### config.mk
export PLATFORM = sky130hd
export DESIGN_NAME = fir_mac_seq_flat
export DESIGN_NICKNAME = d
export VERILOG_FILES = /design/src/rtl/fir_mac_seq_if.sv /design/src/rtl/fir_mac_seq.sv /design/src/flat_wrapper.sv
export SDC_FILE = /design/constraint.sdc
export NUM_CORES = 1
export LEC_CHECK = 0
export ABC_AREA = 0
export CAP_MARGIN = 25
export CORE_ASPECT_RATIO = 1.2
export CORE_UTILIZATION = 36
export DETAILED_ROUTE_END_ITERATION = 16
export GPL_TIMING_DRIVEN = 1
export PLACE_DENSITY_LB_ADDON = 0.05
export SLEW_MARGIN = 20
export SYNTH_ARGS = -nofsm -noshare
export SYNTH_HDL_FRONTEND = slang
export SYNTH_SLANG_ARGS = --single-unit
### constraint.sdc
create_clock -name clk -period 2.15 [get_ports clk]
set_input_delay 0.43 -clock clk [delete_from_list [all_inputs] [get_ports clk]]
set_output_delay 0.43 -clock clk [all_outputs]
set_load 0.02 [all_outputs]
### src/rtl/fir_mac_seq_if.sv
// FIR sequencer bundle: start/done control, tap store read port, ALU operand/result path, and FIR result.
// The slave modport is the sequencer; the master modport is its environment (stores, ALU, requester).
interface fir_mac_seq_if #(
  parameter int IDX_W = 3
);
  logic             start;
  logic             busy;
  logic             done;
  logic [IDX_W-1:0] tap_idx;
  logic             samp_sgn;
  logic [4:0]       samp_exp;
  logic [9:0]       samp_man;
  logic             coef_sgn;
  logic [4:0]       coef_exp;
  logic [9:0]       coef_man;
  logic             alu_a_sgn;
  logic [5:0]       alu_a_exp;
  logic [21:0]      alu_a_man;
  logic             alu_b_sgn;
  logic [5:0]       alu_b_exp;
  logic [21:0]      alu_b_man;
  logic             alu_add_muln;
  logic [5:0]       alu_y_exp;
  logic [21:0]      alu_y_man;
  logic             acc_sgn;
  logic [5:0]       acc_exp;
  logic [21:0]      acc_man;

  modport slave (
    input  start, samp_sgn, samp_exp, samp_man, coef_sgn, coef_exp, coef_man,
           alu_y_exp, alu_y_man,
    output busy, done, tap_idx,
           alu_a_sgn, alu_a_exp, alu_a_man, alu_b_sgn, alu_b_exp, alu_b_man,
           alu_add_muln, acc_sgn, acc_exp, acc_man
  );

  modport master (
    output start, samp_sgn, samp_exp, samp_man, coef_sgn, coef_exp, coef_man,
           alu_y_exp, alu_y_man,
    input  busy, done, tap_idx,
           alu_a_sgn, alu_a_exp, alu_a_man, alu_b_sgn, alu_b_exp, alu_b_man,
           alu_add_muln, acc_sgn, acc_exp, acc_man
  );
endinterface

### src/rtl/fir_mac_seq.sv
// FIR MAC sequencer: pipelined multiply burst into a product buffer, then serial adds; done NTAPS+ALU_LAT+(NTAPS-1)*(ALU_LAT+1)+1 cycles after start.
// No backpressure: start is a one-cycle request honoured only in IDLE, ignored while busy.
module fir_mac_seq #(
  parameter int NTAPS   = 8,
  parameter int IDX_W   = 3,
  parameter int ALU_LAT = 4
) (
  input logic          clk,
  input logic          rst,
  fir_mac_seq_if.slave bus
);
  typedef struct packed {
    logic        sgn;
    logic [5:0]  exp;
    logic [21:0] man;
  } fp29_t;

  typedef struct packed {
    logic             vld;
    logic [IDX_W-1:0] idx;
    logic             sgn;
  } tag_t;

  localparam logic [2:0] S_IDLE      = 3'd0;
  localparam logic [2:0] S_MUL       = 3'd1;
  localparam logic [2:0] S_ACC_ISSUE = 3'd2;
  localparam logic [2:0] S_ACC_WAIT  = 3'd3;
  localparam logic [2:0] S_DONE      = 3'd4;

  localparam int               CNT_W   = $clog2(ALU_LAT + 1);
  localparam logic [CNT_W-1:0] LAT_CNT = CNT_W'(ALU_LAT);
  localparam logic [IDX_W-1:0] LAST    = IDX_W'(NTAPS - 1);
  localparam logic [IDX_W-1:0] IDX1    = IDX_W'((NTAPS > 1) ? 1 : 0);

  logic [2:0]       state;
  logic             mul_iss;
  logic [IDX_W-1:0] tap_idx;
  logic [IDX_W-1:0] acc_j;
  logic [CNT_W-1:0] wait_cnt;
  logic             add_muln;
  logic             sum_sgn;
  fp29_t            op_a;
  fp29_t            op_b;
  fp29_t            acc_q;
  fp29_t            prod [NTAPS];
  tag_t             tag_q [ALU_LAT];

  tag_t             tag_out;
  fp29_t            samp_op;
  fp29_t            coef_op;
  fp29_t            y_tagged;
  fp29_t            acc_nxt;
  fp29_t            fwd0;
  fp29_t            fwd1;
  fp29_t            a_out;
  fp29_t            b_out;
  logic [IDX_W-1:0] nxt_idx;

  // Products may land in the same cycle they are first needed, so bypass the buffer.
  always_comb begin
    tag_out  = tag_q[ALU_LAT-1];
    samp_op  = {bus.samp_sgn, 1'b0, bus.samp_exp, 12'b0, bus.samp_man};
    coef_op  = {bus.coef_sgn, 1'b0, bus.coef_exp, 12'b0, bus.coef_man};
    y_tagged = {tag_out.sgn, bus.alu_y_exp, bus.alu_y_man};
    acc_nxt  = {sum_sgn, bus.alu_y_exp, bus.alu_y_man};
    fwd0     = (tag_out.vld && tag_out.idx == '0)   ? y_tagged : prod[0];
    fwd1     = (tag_out.vld && tag_out.idx == IDX1) ? y_tagged : prod[IDX1];
    nxt_idx  = (acc_j == LAST) ? acc_j : acc_j + 1'b1;
    a_out    = mul_iss ? samp_op : op_a;
    b_out    = mul_iss ? coef_op : op_b;
  end

  assign {bus.alu_a_sgn, bus.alu_a_exp, bus.alu_a_man} = a_out;
  assign {bus.alu_b_sgn, bus.alu_b_exp, bus.alu_b_man} = b_out;
  assign {bus.acc_sgn, bus.acc_exp, bus.acc_man}       = acc_q;
  assign bus.alu_add_muln = add_muln;
  assign bus.tap_idx      = tap_idx;
  assign bus.busy         = (state != S_IDLE);
  assign bus.done         = (state == S_DONE);

  always_ff @(posedge clk) begin
    if (rst) begin
      state    <= S_IDLE;
      mul_iss  <= 1'b0;
      tap_idx  <= '0;
      acc_j    <= '0;
      wait_cnt <= '0;
      add_muln <= 1'b0;
      sum_sgn  <= 1'b0;
      op_a     <= '0;
      op_b     <= '0;
      acc_q    <= '0;
      for (int i = 0; i < ALU_LAT; i++) tag_q[i] <= '0;
      for (int i = 0; i < NTAPS; i++)   prod[i]  <= '0;
    end else begin
      // The ALU returns no sign, so each issue carries its index and product sign alongside.
      for (int i = ALU_LAT - 1; i > 0; i--) tag_q[i] <= tag_q[i-1];
      tag_q[0] <= '{mul_iss, tap_idx, bus.samp_sgn ^ bus.coef_sgn};
      if (tag_out.vld) prod[tag_out.idx] <= y_tagged;

      case (state)
        S_IDLE: begin
          if (bus.start) begin
            state   <= S_MUL;
            mul_iss <= 1'b1;
            tap_idx <= '0;
          end
        end
        S_MUL: begin
          if (mul_iss) begin
            if (tap_idx == LAST) mul_iss <= 1'b0;
            else                 tap_idx <= tap_idx + 1'b1;
          end
          if (tag_out.vld && tag_out.idx == LAST) begin
            if (NTAPS == 1) begin
              acc_q <= fwd0;
              state <= S_DONE;
            end else begin
              op_a     <= fwd0;
              op_b     <= fwd1;
              add_muln <= 1'b1;
              acc_j    <= IDX1;
              state    <= S_ACC_ISSUE;
            end
          end
        end
        S_ACC_ISSUE: begin
          add_muln <= 1'b0;
          sum_sgn  <= (op_a.exp >= op_b.exp) ? op_a.sgn : op_b.sgn;
          wait_cnt <= CNT_W'(1);
          state    <= S_ACC_WAIT;
        end
        S_ACC_WAIT: begin
          if (wait_cnt == LAT_CNT) begin
            if (acc_j == LAST) begin
              acc_q <= acc_nxt;
              op_a  <= '0;
              op_b  <= '0;
              state <= S_DONE;
            end else begin
              op_a     <= acc_nxt;
              op_b     <= prod[nxt_idx];
              add_muln <= 1'b1;
              acc_j    <= nxt_idx;
              state    <= S_ACC_ISSUE;
            end
          end else begin
            wait_cnt <= wait_cnt + 1'b1;
          end
        end
        S_DONE:  state <= S_IDLE;
        default: state <= S_IDLE;
      endcase
    end
  end
endmodule

### src/flat_wrapper.sv
// flat-port wrapper written by rule: the top's interface ports become plain ports
module fir_mac_seq_flat 
#(
  parameter int NTAPS   = 8,
  parameter int IDX_W   = 3,
  parameter int ALU_LAT = 4
)
  (clk, rst, bus_start, bus_samp_sgn, bus_samp_exp, bus_samp_man, bus_coef_sgn, bus_coef_exp, bus_coef_man, bus_alu_y_exp, bus_alu_y_man, bus_busy, bus_done, bus_tap_idx, bus_alu_a_sgn, bus_alu_a_exp, bus_alu_a_man, bus_alu_b_sgn, bus_alu_b_exp, bus_alu_b_man, bus_alu_add_muln, bus_acc_sgn, bus_acc_exp, bus_acc_man);
  fir_mac_seq_if #(.IDX_W(IDX_W)) bus_i ();
  input logic clk;
  input logic rst;
  input wire logic [$bits(bus_i.start)-1:0] bus_start;
  input wire logic [$bits(bus_i.samp_sgn)-1:0] bus_samp_sgn;
  input wire logic [$bits(bus_i.samp_exp)-1:0] bus_samp_exp;
  input wire logic [$bits(bus_i.samp_man)-1:0] bus_samp_man;
  input wire logic [$bits(bus_i.coef_sgn)-1:0] bus_coef_sgn;
  input wire logic [$bits(bus_i.coef_exp)-1:0] bus_coef_exp;
  input wire logic [$bits(bus_i.coef_man)-1:0] bus_coef_man;
  input wire logic [$bits(bus_i.alu_y_exp)-1:0] bus_alu_y_exp;
  input wire logic [$bits(bus_i.alu_y_man)-1:0] bus_alu_y_man;
  output wire logic [$bits(bus_i.busy)-1:0] bus_busy;
  output wire logic [$bits(bus_i.done)-1:0] bus_done;
  output wire logic [$bits(bus_i.tap_idx)-1:0] bus_tap_idx;
  output wire logic [$bits(bus_i.alu_a_sgn)-1:0] bus_alu_a_sgn;
  output wire logic [$bits(bus_i.alu_a_exp)-1:0] bus_alu_a_exp;
  output wire logic [$bits(bus_i.alu_a_man)-1:0] bus_alu_a_man;
  output wire logic [$bits(bus_i.alu_b_sgn)-1:0] bus_alu_b_sgn;
  output wire logic [$bits(bus_i.alu_b_exp)-1:0] bus_alu_b_exp;
  output wire logic [$bits(bus_i.alu_b_man)-1:0] bus_alu_b_man;
  output wire logic [$bits(bus_i.alu_add_muln)-1:0] bus_alu_add_muln;
  output wire logic [$bits(bus_i.acc_sgn)-1:0] bus_acc_sgn;
  output wire logic [$bits(bus_i.acc_exp)-1:0] bus_acc_exp;
  output wire logic [$bits(bus_i.acc_man)-1:0] bus_acc_man;
  assign bus_i.start = bus_start;
  assign bus_i.samp_sgn = bus_samp_sgn;
  assign bus_i.samp_exp = bus_samp_exp;
  assign bus_i.samp_man = bus_samp_man;
  assign bus_i.coef_sgn = bus_coef_sgn;
  assign bus_i.coef_exp = bus_coef_exp;
  assign bus_i.coef_man = bus_coef_man;
  assign bus_i.alu_y_exp = bus_alu_y_exp;
  assign bus_i.alu_y_man = bus_alu_y_man;
  assign bus_busy = bus_i.busy;
  assign bus_done = bus_i.done;
  assign bus_tap_idx = bus_i.tap_idx;
  assign bus_alu_a_sgn = bus_i.alu_a_sgn;
  assign bus_alu_a_exp = bus_i.alu_a_exp;
  assign bus_alu_a_man = bus_i.alu_a_man;
  assign bus_alu_b_sgn = bus_i.alu_b_sgn;
  assign bus_alu_b_exp = bus_i.alu_b_exp;
  assign bus_alu_b_man = bus_i.alu_b_man;
  assign bus_alu_add_muln = bus_i.alu_add_muln;
  assign bus_acc_sgn = bus_i.acc_sgn;
  assign bus_acc_exp = bus_i.acc_exp;
  assign bus_acc_man = bus_i.acc_man;
  fir_mac_seq #(.NTAPS(NTAPS), .IDX_W(IDX_W), .ALU_LAT(ALU_LAT)) u_core (.clk(clk), .rst(rst), .bus(bus_i));
endmodule
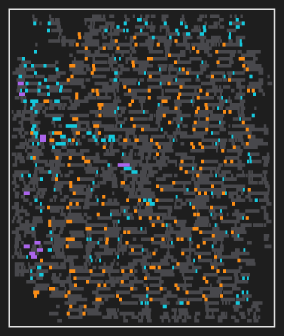
Figure 1: gate families picked out.
| family | color | cells | most used |
|---|---|---|---|
| adder and majority cells | purple | 11 | ha_1 |
| AND and OR gates | orange | 248 | and2_1 |
| NOR gates | cyan | 220 | nor2_1 |

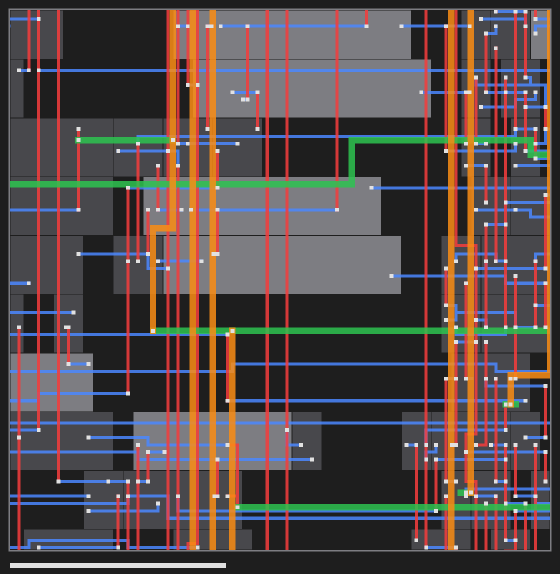
Figure 2: layout detail.
Scale bar: 10 um. Window x 38 to 63, y 48 to 73 um. Cells in gray, sequential cells in the stronger gray; small squares are vias.
| layer | color |
|---|---|
| met2 | red |
| met1 | blue |
| met4 | orange |
| met3 | green |
cells with their middle in the window: 36
netlist names of flops here include: u_core.prod (4), u_core.op_b (2)
sequential cells in the window: 6

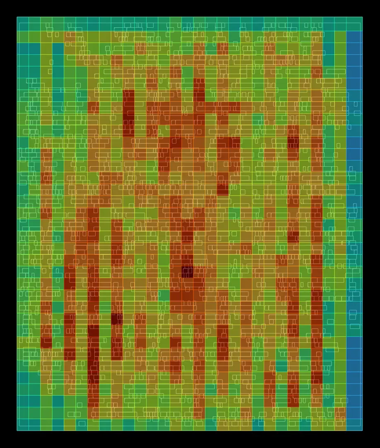
Figure 3: routing congestion map.
WL per Instance: 23.77 um
fin util: 0.4711
routing usage on met2: 0.4086
met3 Resource Use GR: 0.03370
GR peak layer: met2

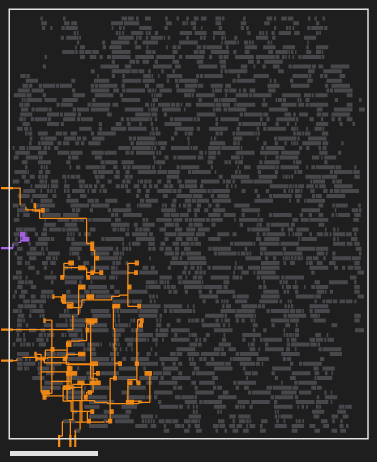
Figure 4: port wiring.
Scale bar: 50 um.
| port | color | bits | direction | edge | end cells | buffers | wire |
|---|---|---|---|---|---|---|---|
| bus_coef_sgn | purple | 1 | input | left | 2 | 1 | 13.2 um |
| bus_alu_y_exp | orange | 6 | input | 3 left, 3 bottom | 66 | 13 | 1040 um |

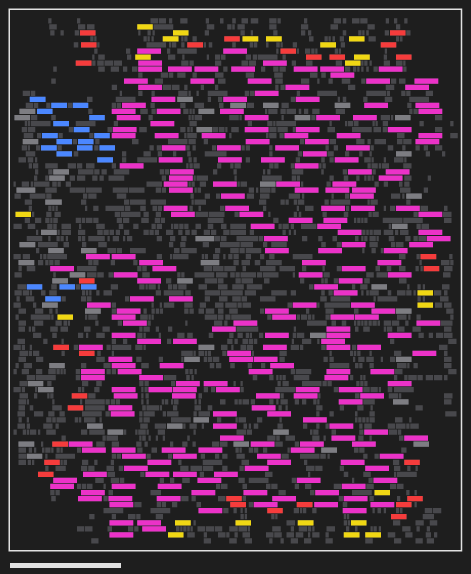
Figure 5: register map, names as in the netlist.
Scale bar: 50 um. Other sequential cells in the stronger gray, the rest of the logic in the fainter gray.
| name in the netlist | color | placed flops |
|---|---|---|
| u_core.tag_q | blue | 20 |
| u_core.bus.acc_man | yellow | 22 |
| u_core.op_a | red | 29 |
| u_core.prod | magenta | 232 |
not colored: 51

## layer usage
| metal | track usage | wire, um |
|---|---|---|
| met4 | 0.05949 | 1295 |
| met5 | 0 | 0 |
| met3 | 0.03370 | 2685 |
| met1 | 0.3024 | 25980 |
| met2 | 0.4086 | 29330 |
## stage by stage
| step | total power (uW) | cells | area [um2] |
|---|---|---|---|
| finish | 15460 | 2494 | 22310 |
| global route | 15930 | 2494 | 22310 |
| CTS | 15570 | 2478 | 22020 |
| detailed placement | 8548 | 2391 | 20500 |
| global placement | 8541 | 2391 | 20500 |
| floorplan | 8014 | 1628 | 17410 |
## worst max-delay path, stage by stage, from the launching register on
cell	delay, ps
dfxtp_4	430
buf_12	180
buf_6	110
mux2_4	290
buf_6	130
## synthesized netlist by cell type, types with 8 or more instances
cell / number / area share
a211oi_2: 20 / 0.014
a22oi_1: 32 / 0.014
a221o_1: 28 / 0.016
and2_1: 234 / 0.084
nor2b_1: 46 / 0.017
o21ai_1: 15 / 0.0043
nor2_1: 125 / 0.027
o221ai_1: 26 / 0.013
mux2i_1: 61 / 0.035
nand2_1: 102 / 0.022
dfxtp_1: 122 / 0.14
buf_4: 14 / 0.0060
a221oi_1: 27 / 0.014
a21oi_1: 101 / 0.029
buf_6: 12 / 0.0078
nor3_1: 37 / 0.011
inv_1: 39 / 0.0084
mux2_2: 61 / 0.039
edfxtp_1: 232 / 0.40
clkbuf_1: 102 / 0.022
ha_1: 11 / 0.0079
o21ai_0: 77 / 0.022
buf_2: 23 / 0.0066
nand2b_1: 8 / 0.0029
## path summary, 6_finish.rpt
kind	startpoint	endpoint	cells after the start
max	u_core.mul_iss	bus_alu_b_man[5]	4
max reg2reg	u_core.acc_j[1]	u_core.op_b[13]	11
min reg2reg	u_core.tag_q[1][2]	u_core.tag_q[2][2]	1
min	rst	u_core.op_b[11]	3
## what timing repair did
| action | in CTS | in global routing |
|---|---|---|
| gates cloned | 5 | 5 |
| hold endpoints to repair | 0 | 0 |
| pin swaps | 25 | 20 |
| setup buffers | 6 | 13 |
| setup endpoints to repair | 101 | 47 |
| gates resized | 195 | 100 |
## state kept, by name, summed over array words and instances (netlist names)
signal and flops:
u_core.bus.acc_sgn 1, u_core.wait_cnt 3, u_core.bus.alu_add_muln 1, u_core.bus.acc_exp 6, u_core.op_b 29, u_core.op_a 29
u_core.state 3, u_core.sum_sgn 1, u_core.tag_q 20, u_core.acc_j 3, u_core.bus.tap_idx 3, u_core.mul_iss 1
u_core.prod 232, u_core.bus.acc_man 22
## power groups by stage
stage	combinational, uW	clock [uW]	sequential, uW
2_1_floorplan	432	0	7580
3_3_place_gp	938	0	7600
3_5_place_dp	943	0	7610
4_1_cts	930	7180	7460
5_1_grt	1040	7410	7480
6_report	972	7020	7470
## logic make-up after synthesis
| logic type | count (synthesis) | share of synthesized area |
|---|---|---|
| XOR/XNOR | 4 | 0.002445 |
| AND/OR/NAND/NOR | 582 | 0.1785 |
| AND-OR/OR-AND | 356 | 0.1425 |
| buffers and inverters | 198 | 0.05256 |
| flip-flops | 354 | 0.5407 |
| adder cells (fa/ha/maj) | 11 | 0.007909 |
| multiplexers | 123 | 0.07542 |
==> impl_metrics.py <==
# Physical implementation metrics
metrics = {
    "sta": {
        "max-slew-margin-rel": 0.4470,
        "min_period_ps": 2144,
        "holdWs_ps": 361.2,
        "setup_viol": 0,
    },
    "route": {
        "via_count": 13320,
        "antenna_left": 0,
        "drt_iter0_markers": 807,
    },
    "logic_synthesis": {
        "flop_cell": "edfxtp_1",
        "synth.avg_cell_area_um2": 10.69,
        "async_flop_share": 0,
        "ys_seq_share": 0.5407,
        "synthCells": 1628,
        "synth_warnings": 0,
    },
    "global_route": {
        "grt_antenna_before_repair": 2,
        "grt-ovfl-total": 0,
        "grt_pass1_vias": 13390,
        "grt_use_total": 0.2344,
    },
    "cells_and_area": {
        "area.combinational_mm2": 0.007382,
        "clock_area_frac": 0.06058,
        "largestClassByArea": "sequential cells",
        "buf_share": 0.1444,
        "comb_area_frac": 0.3309,
        "lay_top_count": "and2_1",
    },
    "power_and_ir_drop": {
        "p_leak_uw": 0.008285,
        "ir_worst_vdd_v": 0.0005559,
        "power_density_mw_per_mm2": 693.2,
        "p_switching_uw": 3534,
    },
    "setup_path": {
        "worst_ep_arrival_time_ps": 1710,
        "cp_max_fo": 10,
        "startpoint_type": "register",
        "worst_setup_path_end_kind": "output port",
    },
    "placed_design": {
        "numPortBuffers": 155,
        "gp_congestion": 0.7927,
    },
    "floorplanning": {
        "nWellTaps": 623,
        "dieArea_mm2": 0.04922,
        "die_h_um": 242.8,
    },
    "run_status": {
        "status": "finished, final reports clean",
    },
    "min_path": {
        "hold_class": "in -> reg",
    },
    "clocking": {
        "root_buffer": "clkbuf_16",
    },
}
Power is estimated from default activity; no workload was simulated.
